File: config.mk
export PLATFORM = sky130hd
export DESIGN_NAME = stage_channel_sequencer
export DESIGN_NICKNAME = d
export VERILOG_FILES = /design/src/rtl/stage_channel_sequencer.sv
export SDC_FILE = /design/constraint.sdc
export NUM_CORES = 1
export LEC_CHECK = 0
export ABC_CLOCK_PERIOD_IN_PS = 5000
export CORE_MARGIN = 2
export CORE_UTILIZATION = 59
export DETAILED_ROUTE_END_ITERATION = 8
export PLACE_DENSITY = 0.83
export SLEW_MARGIN = 20
export SYNTH_ARGS = -nofsm -noshare
export SYNTH_HDL_FRONTEND = slang
export SYNTH_SLANG_ARGS = --single-unit
File: constraint.sdc
create_clock -name clk -period 5 [get_ports clk]
set_clock_uncertainty 0.2 [all_clocks]
set_input_delay 1 -clock clk [delete_from_list [all_inputs] [get_ports clk]]
set_output_delay 1 -clock clk [all_outputs]
set_load 0.005 [all_outputs]
File: src/rtl/stage_channel_sequencer.sv
// stage_channel_sequencer
//   Launches up to NUM_CH channel engines from a single stage_ready pulse and
//   joins their done pulses into one stage_done. Channels either start
//   together (SEQUENTIAL=0) or one at a time in ascending index order when
//   they share a memory port (SEQUENTIAL=1). A watchdog ends a run that stops
//   making progress. All outputs are registered.
//
// Ports
//   clk            stage clock
//   rst            asynchronous active-low reset
//   stage_ready    one-cycle start pulse
//   channel_mask   enabled channels, sampled when stage_ready is accepted
//   channel_ready  one-cycle launch pulse per channel
//   channel_done   one-cycle completion pulse per channel
//   stage_done     one-cycle pulse when the run ends (complete or watchdog)
//   stage_busy     high while a run is in progress
//   stage_timeout  one-cycle pulse alongside stage_done when the watchdog ended the run
//   done_status    channels completed in the last run
//   overrun        sticky flag: stage_ready arrived while busy
//
// state | meaning
// ------+---------------------------------------------------------------
// IDLE  | waiting for stage_ready; an empty mask finishes immediately
// RUN   | channels launched, collecting done pulses, watchdog counting
module stage_channel_sequencer #(
  parameter int NUM_CH         = 2,
  parameter int SEQUENTIAL     = 0,
  parameter int TIMEOUT_CYCLES = 4096,
  parameter int TO_W           = 16
) (
  input  logic              clk,
  input  logic              rst,
  input  logic              stage_ready,
  input  logic [NUM_CH-1:0] channel_mask,
  output logic [NUM_CH-1:0] channel_ready,
  input  logic [NUM_CH-1:0] channel_done,
  output logic              stage_done,
  output logic              stage_busy,
  output logic              stage_timeout,
  output logic [NUM_CH-1:0] done_status,
  output logic              overrun
);

  typedef enum logic {IDLE, RUN} state_t;

  localparam bit            WD_EN   = (TIMEOUT_CYCLES != 0);
  localparam logic [TO_W-1:0] WD_LAST = TO_W'(TIMEOUT_CYCLES - 1);

  state_t            state;
  logic [NUM_CH-1:0] pending;
  logic [NUM_CH-1:0] launched;
  logic [TO_W-1:0]   wd_cnt;

  logic [NUM_CH-1:0] accepted;
  logic [NUM_CH-1:0] status_next;
  logic [NUM_CH-1:0] next_launch;
  logic [NUM_CH-1:0] first_launch;
  logic              wd_fire;

  function automatic logic [NUM_CH-1:0] lowest_bit(input logic [NUM_CH-1:0] v);
    logic [NUM_CH-1:0] r;
    r = '0;
    for (int i = NUM_CH - 1; i >= 0; i--) begin
      if (v[i]) begin
        r    = '0;
        r[i] = 1'b1;
      end
    end
    return r;
  endfunction

  always_comb begin
    // launched is updated on the same edge that raises channel_ready, so a
    // done arriving in the launch-pulse cycle is already eligible.
    accepted     = channel_done & launched & ~done_status;
    status_next  = done_status | accepted;
    next_launch  = lowest_bit(pending & ~launched);
    first_launch = (SEQUENTIAL != 0) ? lowest_bit(channel_mask) : channel_mask;
    // Any accepted done restarts the watchdog, so it only fires on a quiet cycle.
    wd_fire      = WD_EN && (wd_cnt == WD_LAST) && (accepted == '0);
  end

  always_ff @(posedge clk or negedge rst) begin
    if (!rst) begin
      state         <= IDLE;
      pending       <= '0;
      launched      <= '0;
      wd_cnt        <= '0;
      channel_ready <= '0;
      stage_done    <= 1'b0;
      stage_busy    <= 1'b0;
      stage_timeout <= 1'b0;
      done_status   <= '0;
      overrun       <= 1'b0;
    end else begin
      channel_ready <= '0;
      stage_done    <= 1'b0;
      stage_timeout <= 1'b0;
      case (state)
        IDLE: begin
          if (stage_ready) begin
            done_status <= '0;
            wd_cnt      <= '0;
            if (channel_mask == '0) begin
              stage_done <= 1'b1;
            end else begin
              pending       <= channel_mask;
              launched      <= first_launch;
              channel_ready <= first_launch;
              stage_busy    <= 1'b1;
              state         <= RUN;
            end
          end
        end
        RUN: begin
          if (stage_ready) overrun <= 1'b1;
          done_status <= status_next;
          if (status_next == pending) begin
            stage_done <= 1'b1;
            stage_busy <= 1'b0;
            launched   <= '0;
            wd_cnt     <= '0;
            state      <= IDLE;
          end else if (wd_fire) begin
            // Unlaunched channels are abandoned; done_status keeps the partial set.
            stage_done    <= 1'b1;
            stage_timeout <= 1'b1;
            stage_busy    <= 1'b0;
            launched      <= '0;
            wd_cnt        <= '0;
            state         <= IDLE;
          end else if (accepted != '0) begin
            wd_cnt <= '0;
            if (SEQUENTIAL != 0) begin
              channel_ready <= next_launch;
              launched      <= launched | next_launch;
            end
          end else begin
            wd_cnt <= wd_cnt + TO_W'(1);
          end
        end
        default: state <= IDLE;
      endcase
    end
  end

endmodule

==> results_slide.txt, run 1 <==
Key Metrics from the Run

Finish
  • Biggest Area Class: sequential cells
  • Inverters: 7
  • Layout cells sized above 1: 0.1170
  • Antenna diodes: 0
  • Logic share of the area: 0.4037
  • NonClk Buf Share: 0.08741
  • Largest register by flop count: wd_cnt
  • Final net count: 178
  • Most used logic cell in the final layout: dfrtp_1
  • Most frequent cells in the layout: dfrtp_1, nand2_1, clkdlybuf4s50_1
  • Final Non-Filler Cells: 201
  • Multi-input gates: between 100 and 150
  • Flop share of the area: 0.4296
  • Filler cells: about 170

Final timing
  • Cycle use final: 0.5505
  • Fmax achieved: 363.3 MHz
  • Unrepaired setup endpoints after global routing: no
  • Final Setup Violations: 0
  • Hold Vio Cnt, Final: 0
  • Worst slew margin: 0.4554
  • Min cycle time layout: roughly 2.8 ns
  • Worst slew pin tran: 0.8138 ns

Detailed routing
  • Vias/cell: about 6.0
  • Drt pass-1 iters: 4
  • DR DRC count: 0
  • Iteration-0 DRC Markers: 41
  • Final WL: around 3000 um

Clocking
  • TritonCTS clock tree: yes
  • Hold Buf Count CTS: 0
  • CTS H-tree depth: 2
  • CTS Sinks: 29
  • # Post-CTS Setup Buffers: 0
  • PostCTS Resize Cnt: 0
  • CTS Root Buffer Type: clkbuf_4

Place
  • Placed Cells: 193
  • Dpl hpwl: 2077 um

Power and ir drop
  • LEAKAGE: 0.7677 nW
  • Sequential share of power: 0.406
  • Total power of the final layout: ~0.81 mW
  • Peak supply drop: 0.0004911 V
  • NetSw: approximately 0.32 mW
  • Clock power frac: 0.203
  • Gate power share: 0.391
  • Pwr dens: 479.9 mW/mm^2
  • Net Sw Frac: 0.3933

Yosys
  • EDFF count, synth: 0
  • Synth warn: 0
  • Unique cell types: 40
  • Mapped Cells: 151
  • Post-synth top flop: dfrtp_1
  • Post-synth seq share: 0.4983
  • Yosys Instances: 151
  • Yosys synthesis chip area: 0.001456 mm^2
  • Synthesized cell area: 0.001456 mm^2
  • Asr flop ratio synth: 1.000
  • Avg Cell Area, Syn: 9.645 um^2

Flow run
  • Tool Warnings: 26

Floorplan
  • Vert. Die Dim: 53.69 um
  • Die Area: a little under 0.003 mm^2
  • Initial core utilization: 0.6044

Global route
  • Largest net degree at the start of global routing: 30
  • Initial antenna violation count: 0
  • First-pass GRT wire length: between 4000 and 5000 um
  • Number of global-route vias before repair: 1066
  • Gr ovfl total: 0

Critical path
  • Worst Setup EP: wd_cnt[3]
  • R2R Path End: wd_cnt[3]
  • Reg-to-reg slack, setup: approximately 3 ns
  • Worst endpoint required time: 5.04 ns
  • CP max FO: 11
  • Worst endpoint data arrival time: 2.79 ns
  • Crit path capture type: flop
  • Critical Path Start Type: primary input

Worst hold path
  • Cell count of the worst hold path: 1

Outcome
  • Status: finished clean
[run 1: cells in the mapped netlist (2+ instances only)]
master,n,area [um^2]
a21o_2,2,17.52
xor2_1,6,52.55
a31oi_1,2,12.51
nand4_1,2,12.51
nand3_1,11,55.05
a21o_1,5,37.54
nand2_1,25,93.84
inv_1,7,26.28
dfrtp_1,29,725.7
nand4b_1,2,17.52
nor3_1,5,25.02
o21ai_0,11,55.05
a21oi_1,8,40.04
a22o_1,3,26.28
nor2_1,7,26.28
nand3b_1,2,15.01
[run 1: layer usage]
layer,up-vias,GRT usage,routed length [um]
met5,-,0,0
met4,0,0.07692,68
met3,12,0.09444,180
met2,43,0.3455,1388
met1,569,0.3551,1406
li1,582,-,-
[run 1: metrics by stage]
step                instance area (um^2)  setup slack [ns]
floorplan                           1456             2.662
global placement                    1619             2.016
detailed placement                  1619             1.925
CTS                                 1689             2.276
global route                        1689             2.099
finish                              1689             2.248
[run 1: critical path: stages]
cell and delay (ns):
clkdlybuf4s50_1 0.44, a21oi_1 0.24, xor2_1 0.17, a21oi_2 0.43, nand2_1 0.24, o31ai_1 0.27
[run 1: kinds of logic after synthesis]
group	Yosys count	share of synthesized area
AND-OR/OR-AND	41	0.1916
buffers and inverters	10	0.03351
XOR/XNOR	6	0.03608
flip-flops	29	0.4983
adder cells (fa/ha/maj)	1	0.008590
AND/OR/NAND/NOR	64	0.2320
[run 1: power by group through the flow]
stage               clock network [mW]  logic [mW]  registers [mW]
floorplan                            0       0.244           0.314
global route                     0.178       0.348           0.334
global placement                     0       0.300           0.328
detailed placement                   0       0.311           0.330
CTS                              0.169       0.316           0.326
finish                           0.165       0.317           0.329
### Wiring heat map, run 1

11 x 11 tiles, from dark blue (low) to red (high), scaled to the fullest tile. Values are wire area over tile area, all layers added.
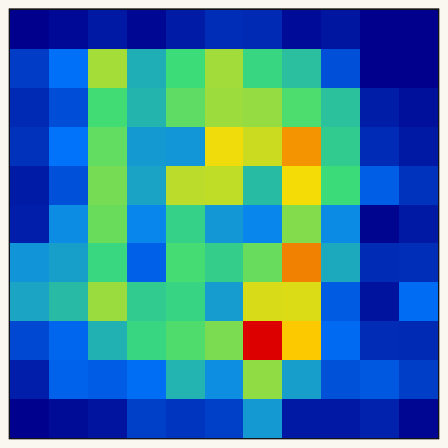
- emptiest ninth of the die: top right
- tiles over half the peak: 23%
- mean over tiles: 0.17
- densest ninth of the die: middle
- nearly empty tiles: 8.3%
- fullest tile: 0.56
gr usage total: 0.2479
Avg WL per Cell: 15.14 um

### Sequential cells coloured by netlist name, run 1

Scale bar: 20 um. Other sequential cells in the stronger grey, the rest of the logic in the fainter grey.
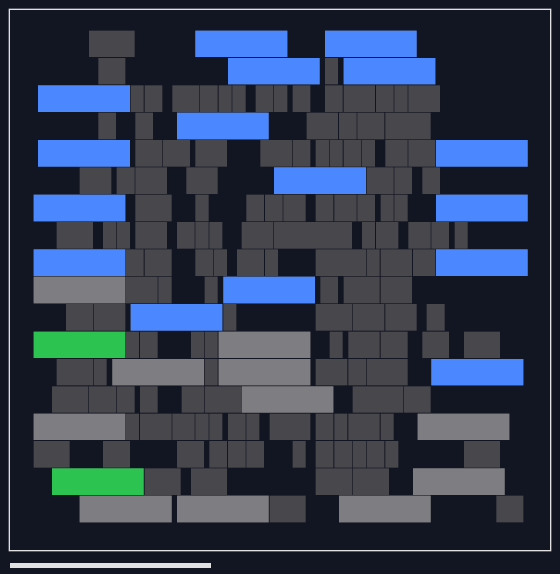
- wd_cnt: blue (placed flops 16)
- channel_ready: green (placed flops 2)
Final Util: 0.7009
Flop area: 725.7 um^2

### Clock wiring as the flow saved it, run 1

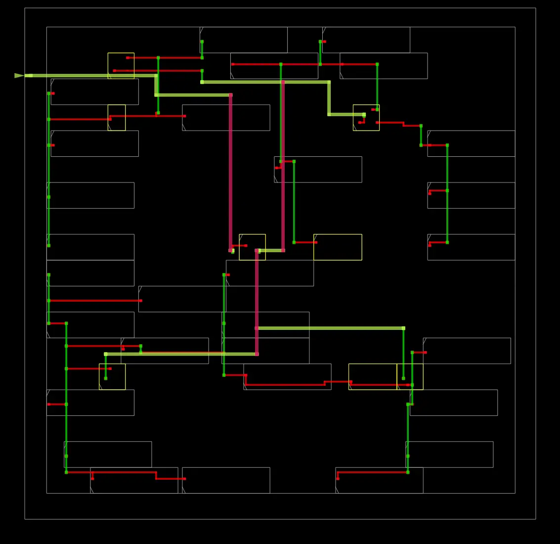
Clock Power: 0.165 mW
layout clock buffer count: 7
TritonCTS Buffers: 5
flip-flops: 29

### Wires at chosen ports, followed through buffers, run 1

Scale bar: 20 um.
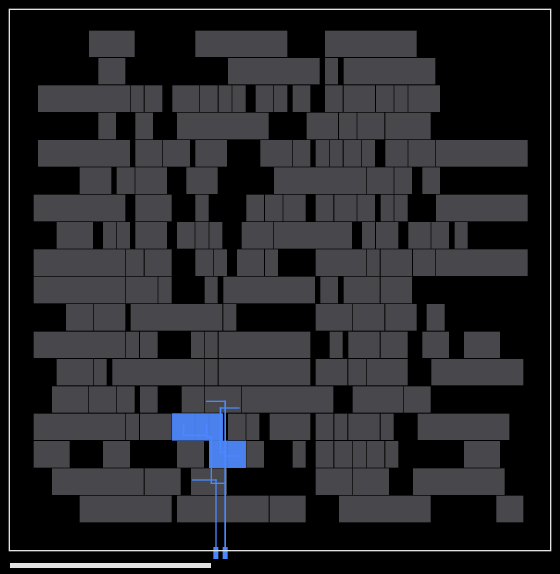
- channel_mask: blue (bits 2; direction input; edge bottom; end cells 5; wire 44.6 um)
IO Count: 15
Port Buf Inserts: 14

==> run 2: changes to the inputs <==
--- a/config.mk
+++ b/config.mk
@@ -5,11 +5,11 @@
 export SDC_FILE = /design/constraint.sdc
 export NUM_CORES = 1
 export LEC_CHECK = 0
-export ABC_CLOCK_PERIOD_IN_PS = 5000
+export ABC_CLOCK_PERIOD_IN_PS = 2820
 export CORE_MARGIN = 2
-export CORE_UTILIZATION = 59
+export CORE_UTILIZATION = 55
 export DETAILED_ROUTE_END_ITERATION = 8
-export PLACE_DENSITY = 0.83
+export PLACE_DENSITY = 0.79
 export SLEW_MARGIN = 20
 export SYNTH_ARGS = -nofsm -noshare
 export SYNTH_HDL_FRONTEND = slang
==> constraint.sdc (replaced) <==
create_clock -name clk -period 2.82 [get_ports clk]
set_clock_uncertainty 0.2 [all_clocks]
set_input_delay 0.564 -clock clk [delete_from_list [all_inputs] [get_ports clk]]
set_output_delay 0.564 -clock clk [all_outputs]
set_load 0.005 [all_outputs]
### Sequential cells coloured by netlist name, run 2

Scale bar: 20 um. Other sequential cells in the stronger grey, the rest of the logic in the fainter grey.
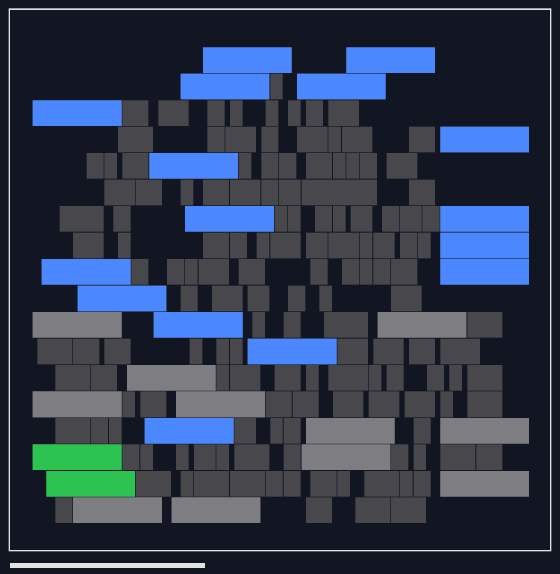
- wd_cnt: blue (placed flops 16)
- channel_ready: green (placed flops 2)
flop share of the area: 0.4303
Final Util: 0.6747

### Routed metal, one colour a layer, run 2

Two of the layers only.
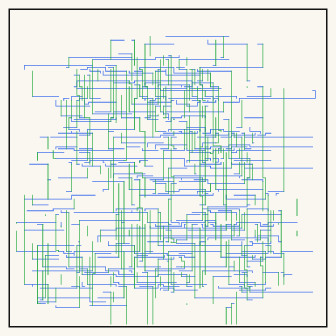
- met1: blue (wire length 1520 um)
- met2: green (wire length 1230 um)
final WL: 2937 um
Avg WL per Cell: 14.54 um

==> results_slide.txt, run 2 <==
Key Metrics from the Run

Outcome
  • Status: finished clean

Critical path
  • Critical Path Start Type: primary input
  • Worst endpoint required time: between 2 and 3 ns
  • Worst Setup EP: wd_cnt[3]
  • Worst endpoint data arrival time: 2.38 ns
  • R2R Path End: wd_cnt[15]
  • CP max FO: 11
  • Reg-to-reg slack, setup: 0.69 ns
  • Crit path capture type: flop

Detailed routing
  • DR DRC count: 0
  • Iteration-0 DRC Markers: 33
  • Vias/cell: ~6

Power and ir drop
  • Pwr dens: 832.3 mW/mm^2
  • LEAKAGE: 0.7550 nW

Clocking
  • CTS Sinks: 29
  • # Post-CTS Setup Buffers: 0
  • CTS Root Buffer Type: clkbuf_4
  • TritonCTS clock tree: yes

Floorplan
  • IO Count: 15
  • Vert. Die Dim: 55.46 um

Place
  • Post-place setup slack: 0.1453 ns
  • Dpl hpwl: 2096 um

Finish
  • Antenna diodes: 0
  • Most frequent cells in the layout: dfrtp_1, nand2_1, clkdlybuf4s50_1
  • Largest register by flop count: wd_cnt
  • Final net count: 179
  • Filler cells: 199

Yosys
  • Asr flop ratio synth: 1.000
  • EDFF count, synth: 0
  • Yosys Instances: 151
  • Unique cell types: 40
  • Synth area leader: dfrtp_1
  • Post-synth top flop: dfrtp_1
  • Cell area leaders: dfrtp_1, nand2_1, nand3_1
  • Avg Cell Area, Syn: roughly 9.6 um^2
  • Synth warn: 0
  • Most frequent cell after synthesis: dfrtp_1
  • Synthesized cell area: 0.001456 mm^2
  • Commonest cells in the netlist: dfrtp_1, nand2_1, nand3_1, o21ai_0, a21oi_1
  • Mapped Cells: 151

Global route
  • First-pass GRT wire length: 4974 um
  • Gr ovfl total: 0
  • Initial antenna violation count: 0
  • Number of global-route vias before repair: 1101

Final timing
  • Final worst setup slack: just under 0.5 ns
  • Min cycle time layout: 2.328 ns
  • Worst slew pin tran: 0.5056 ns
  • Hold Vio Cnt, Final: 0
  • Fmax achieved: 429.5 MHz

Flow run
  • Tool Warnings: 26
==> run 2: cells by family after synthesis <==
logic type,after synthesis,share of synthesized area
AND-OR/OR-AND,41,0.1916
flip-flops,29,0.4983
XOR/XNOR,6,0.03608
adder cells (fa/ha/maj),1,0.008590
buffers and inverters,10,0.03351
AND/OR/NAND/NOR,64,0.2320
==> run 2: report_power, final <==
part | leakage [nW] | switching [mW] | internal, mW
clock network | 0.0234 | 0.164 | 0.0962
registers | 0.383 | 0.0862 | 0.497
logic | 0.349 | 0.326 | 0.235
==> run 2: metrics by stage <==
stage / cell area, um^2 / power (mW) / utilization / cells / hold WS (ns)
after detailed placement: 1627 / 1.148 / 0.6507 / 194 / 0.2459
final: 1687 / 1.404 / 0.6747 / 202 / 0.2658
after floorplan: 1456 / 0.9881 / - / 151 / 0.06841
after global routing: 1687 / 1.498 / 0.6747 / 202 / 0.3064
after global placement: 1627 / 1.126 / 0.6507 / 194 / 0.2441
after CTS: 1687 / 1.407 / 0.6747 / 202 / 0.2755
==> run 2: cell type report <==
cell class                 instances  area, um^2  area share
sequential                        29       725.7      0.4303
multi-input combinational        112       681.9      0.4043
timing repair buffer              16       155.1     0.09199
clock buffer                       5       37.54     0.02226
tap                               30       37.54     0.02226
inverter                           7       26.28     0.01558
clock inverter                     3       22.52     0.01335
==> run 2: critical path, stage by stage <==
cell,delay (ns)
clkdlybuf4s50_1,0.42
a21oi_1,0.24
xor2_1,0.16
a21oi_2,0.46
nand2_1,0.25
o31ai_1,0.29
==> run 2: per-layer routing <==
layer  track usage  routed length, um  vias to the layer above
met1        0.2995               1516                      590
met4       0.09408                 42                        0
met2        0.2806               1233                       25
met3       0.07963                145                        6
li1              -                  -                      588
met5             0                  0                        -
==> run 3: changes to the inputs <==
--- a/config.mk
+++ b/config.mk
@@ -5,11 +5,11 @@
 export SDC_FILE = /design/constraint.sdc
 export NUM_CORES = 1
 export LEC_CHECK = 0
-export ABC_CLOCK_PERIOD_IN_PS = 2820
+export ABC_CLOCK_PERIOD_IN_PS = 1900
 export CORE_MARGIN = 2
-export CORE_UTILIZATION = 55
+export CORE_UTILIZATION = 50
 export DETAILED_ROUTE_END_ITERATION = 8
-export PLACE_DENSITY = 0.79
+export PLACE_DENSITY = 0.75
 export SLEW_MARGIN = 20
 export SYNTH_ARGS = -nofsm -noshare
 export SYNTH_HDL_FRONTEND = slang
==> constraint.sdc (replaced) <==
create_clock -name clk -period 1.9 [get_ports clk]
set_clock_uncertainty 0.2 [all_clocks]
set_input_delay 0.38 -clock clk [delete_from_list [all_inputs] [get_ports clk]]
set_output_delay 0.38 -clock clk [all_outputs]
set_load 0.005 [all_outputs]
### Routed metal, one colour a layer, run 3

Two of the layers only.
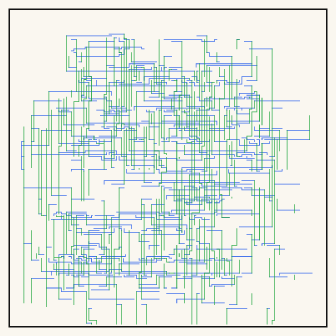
- met1: blue (wire length 1520 um)
- met2: green (wire length 1760 um)
gr usage total: 0.2315
Avg WL per Cell: 15.43 um

### Wiring heat map, run 3

12 x 12 tiles, from dark blue (low) to red (high), scaled to the fullest tile. Values are wire area over tile area, all layers added.
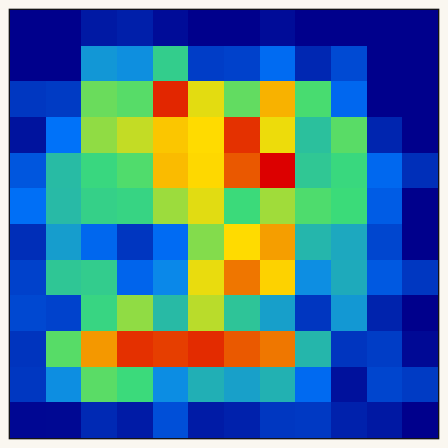
- fullest tile: 0.51
- tiles over half the peak: 27%
- mean over tiles: 0.17
- nearly empty tiles: 15%
- densest ninth of the die: middle
Via Count: 1350
final WL: 3549 um

==> results_slide.txt, run 3 <==
Key Metrics from the Run

Finish
  • Most used logic cell in the final layout: dfrtp_1
  • Layout cells sized above 1: 0.2814
  • Final net count: 206
  • Antenna diodes: 0
  • Largest register by flop count: wd_cnt
  • Filler cells: 208
  • Most frequent cells in the layout: dfrtp_1, buf_4, nand2_1
  • Final Util: 0.7028
  • Final Non-Filler Cells: around 230

Place
  • Port Buf Inserts: 14
  • Dpl hpwl: 2422 um
  • Post-place setup slack: -0.3994 ns
  • Placed Cells: ~220

Yosys
  • Area share, top type: 0.4983
  • Unique cell types: 40
  • Cell area leaders: dfrtp_1, nand2_1, nand3_1
  • Synth area leader: dfrtp_1
  • Synthesized cell area: 0.001456 mm^2
  • Yosys Instances: approximately 150
  • Post-synth seq share: 0.4983
  • EDFF count, synth: 0
  • Post-synth top flop: dfrtp_1
  • Commonest cells in the netlist: dfrtp_1, nand2_1, nand3_1, o21ai_0, a21oi_1
  • Most frequent cell after synthesis: dfrtp_1
  • Avg Cell Area, Syn: slightly below 10 um^2
  • Yosys synthesis chip area: around 0.0015 mm^2
  • Asr flop ratio synth: 1.000
  • Mapped Cells: 151

Power and ir drop
  • LEAKAGE: just over 0.9 nW
  • Peak supply drop: 0.001149 V
  • Pwr dens: 1281 mW/mm^2
  • Total power of the final layout: 2.482 mW

Final timing
  • Worst slew pin tran: just under 0.6 ns
  • Worst slew margin: 0.6115
  • Final Setup Violations: 3
  • Hold slack: around 0.20 ns
  • Final worst setup slack: -0.01432 ns
  • Unrepaired setup endpoints after global routing: yes
  • Hold Vio Cnt, Final: 0
  • Fmax achieved: 522.4 MHz

Outcome
  • Failing checks: negative setup slack
  • Status: finished with violations

Critical path
  • Crit path max-delay cell type: clkdlybuf4s50_1
  • Worst path bufs/invs: 3
  • Crit path depth: 7
  • CP max FO: 4
  • Crit path cell chain: clkdlybuf4s50_1, a21oi_2, xor2_2, buf_4, a221o_2, buf_4, o21a_1
  • Crit path capture type: flop
  • CP dominant cell by count: buf_4
  • Critical Path Start Type: primary input
  • Reg-to-reg slack, setup: 0 ns
  • CP max stage delay: 0.44 ns
  • R2R Path End: state
  • Worst endpoint required time: 1.94 ns
  • Delay-heaviest family, CP: buffers and inverters

Global route
  • Initial antenna violation count: 0
  • Largest net degree at the start of global routing: 30
  • Number of global-route vias before repair: 1292

Clocking
  • CTS H-tree depth: 2
  • TritonCTS clock tree: yes
  • Hold Buf Count CTS: 0
  • CTS Sinks: 29
  • TritonCTS Buffers: 5

Detailed routing
  • Vias/cell: 5.870
  • DR DRC count: 0
  • Drt pass-1 iters: 4
  • Iteration-0 DRC Markers: 43

Floorplan
  • Vert. Die Dim: 57.97 um
  • Initial core utilization: 0.5281

Flow run
  • Tool Warnings: 27
run 3: final cells by class:
| type | instances | area [um^2] | area share |
|---|---|---|---|
| inverters | 7 | 26.28 | 0.01356 |
| well taps | 31 | 38.79 | 0.02001 |
| repair buffers | 43 | 359.1 | 0.1853 |
| flip-flops and latches | 29 | 725.7 | 0.3744 |
| multi-input cells | 112 | 718.2 | 0.3706 |
| clock inverters | 1 | 5.005 | 0.002582 |
| clock buffers | 7 | 65.06 | 0.03357 |
run 3: worst max-delay path by stage:
stage                     from           to  slack (ns)
4_1_cts        channel_done[0]    wd_cnt[4]        0.01
6_report       channel_done[0]   stage_done       -0.01
5_1_grt              wd_cnt[1]    wd_cnt[3]       -0.12
2_1_floorplan        wd_cnt[0]  launched[0]        0.08
3_5_place_dp   channel_done[1]    wd_cnt[3]       -0.40
3_3_place_gp   channel_done[0]    wd_cnt[4]       -0.33
run 3: kinds of logic (layout without fill, tap and decap cells):
kind of cell | Yosys count | in the layout | share of synthesized area
flip-flops | 29 | 29 | 0.4983
adder cells (fa/ha/maj) | 1 | 1 | 0.008590
buffers and inverters | 10 | 58 | 0.03351
XOR/XNOR | 6 | 6 | 0.03608
AND-OR/OR-AND | 41 | 41 | 0.1916
AND/OR/NAND/NOR | 64 | 64 | 0.2320
run 3: report_power, final:
part	switching, mW	internal, mW	leakage (nW)	total (mW)
clock network	0.230	0.214	0.0413	0.444
registers	0.0955	0.738	0.383	0.833
logic	0.634	0.571	0.495	1.20
run 3: layer usage:
layer  wire length (um)  GRT usage
met1               1519     0.3015
met2               1755     0.3604
met3                230    0.08259
met4                 43    0.07973
met5                  0          0
run 3: timing repair:
item	CTS	global route
setup buffers	1	4
cloned	0	0
gates resized	5	7
endpoints found under the setup margin	15	20
pin swaps	2	7
Power figures rest on the tool's default switching activity, not on a simulated workload.
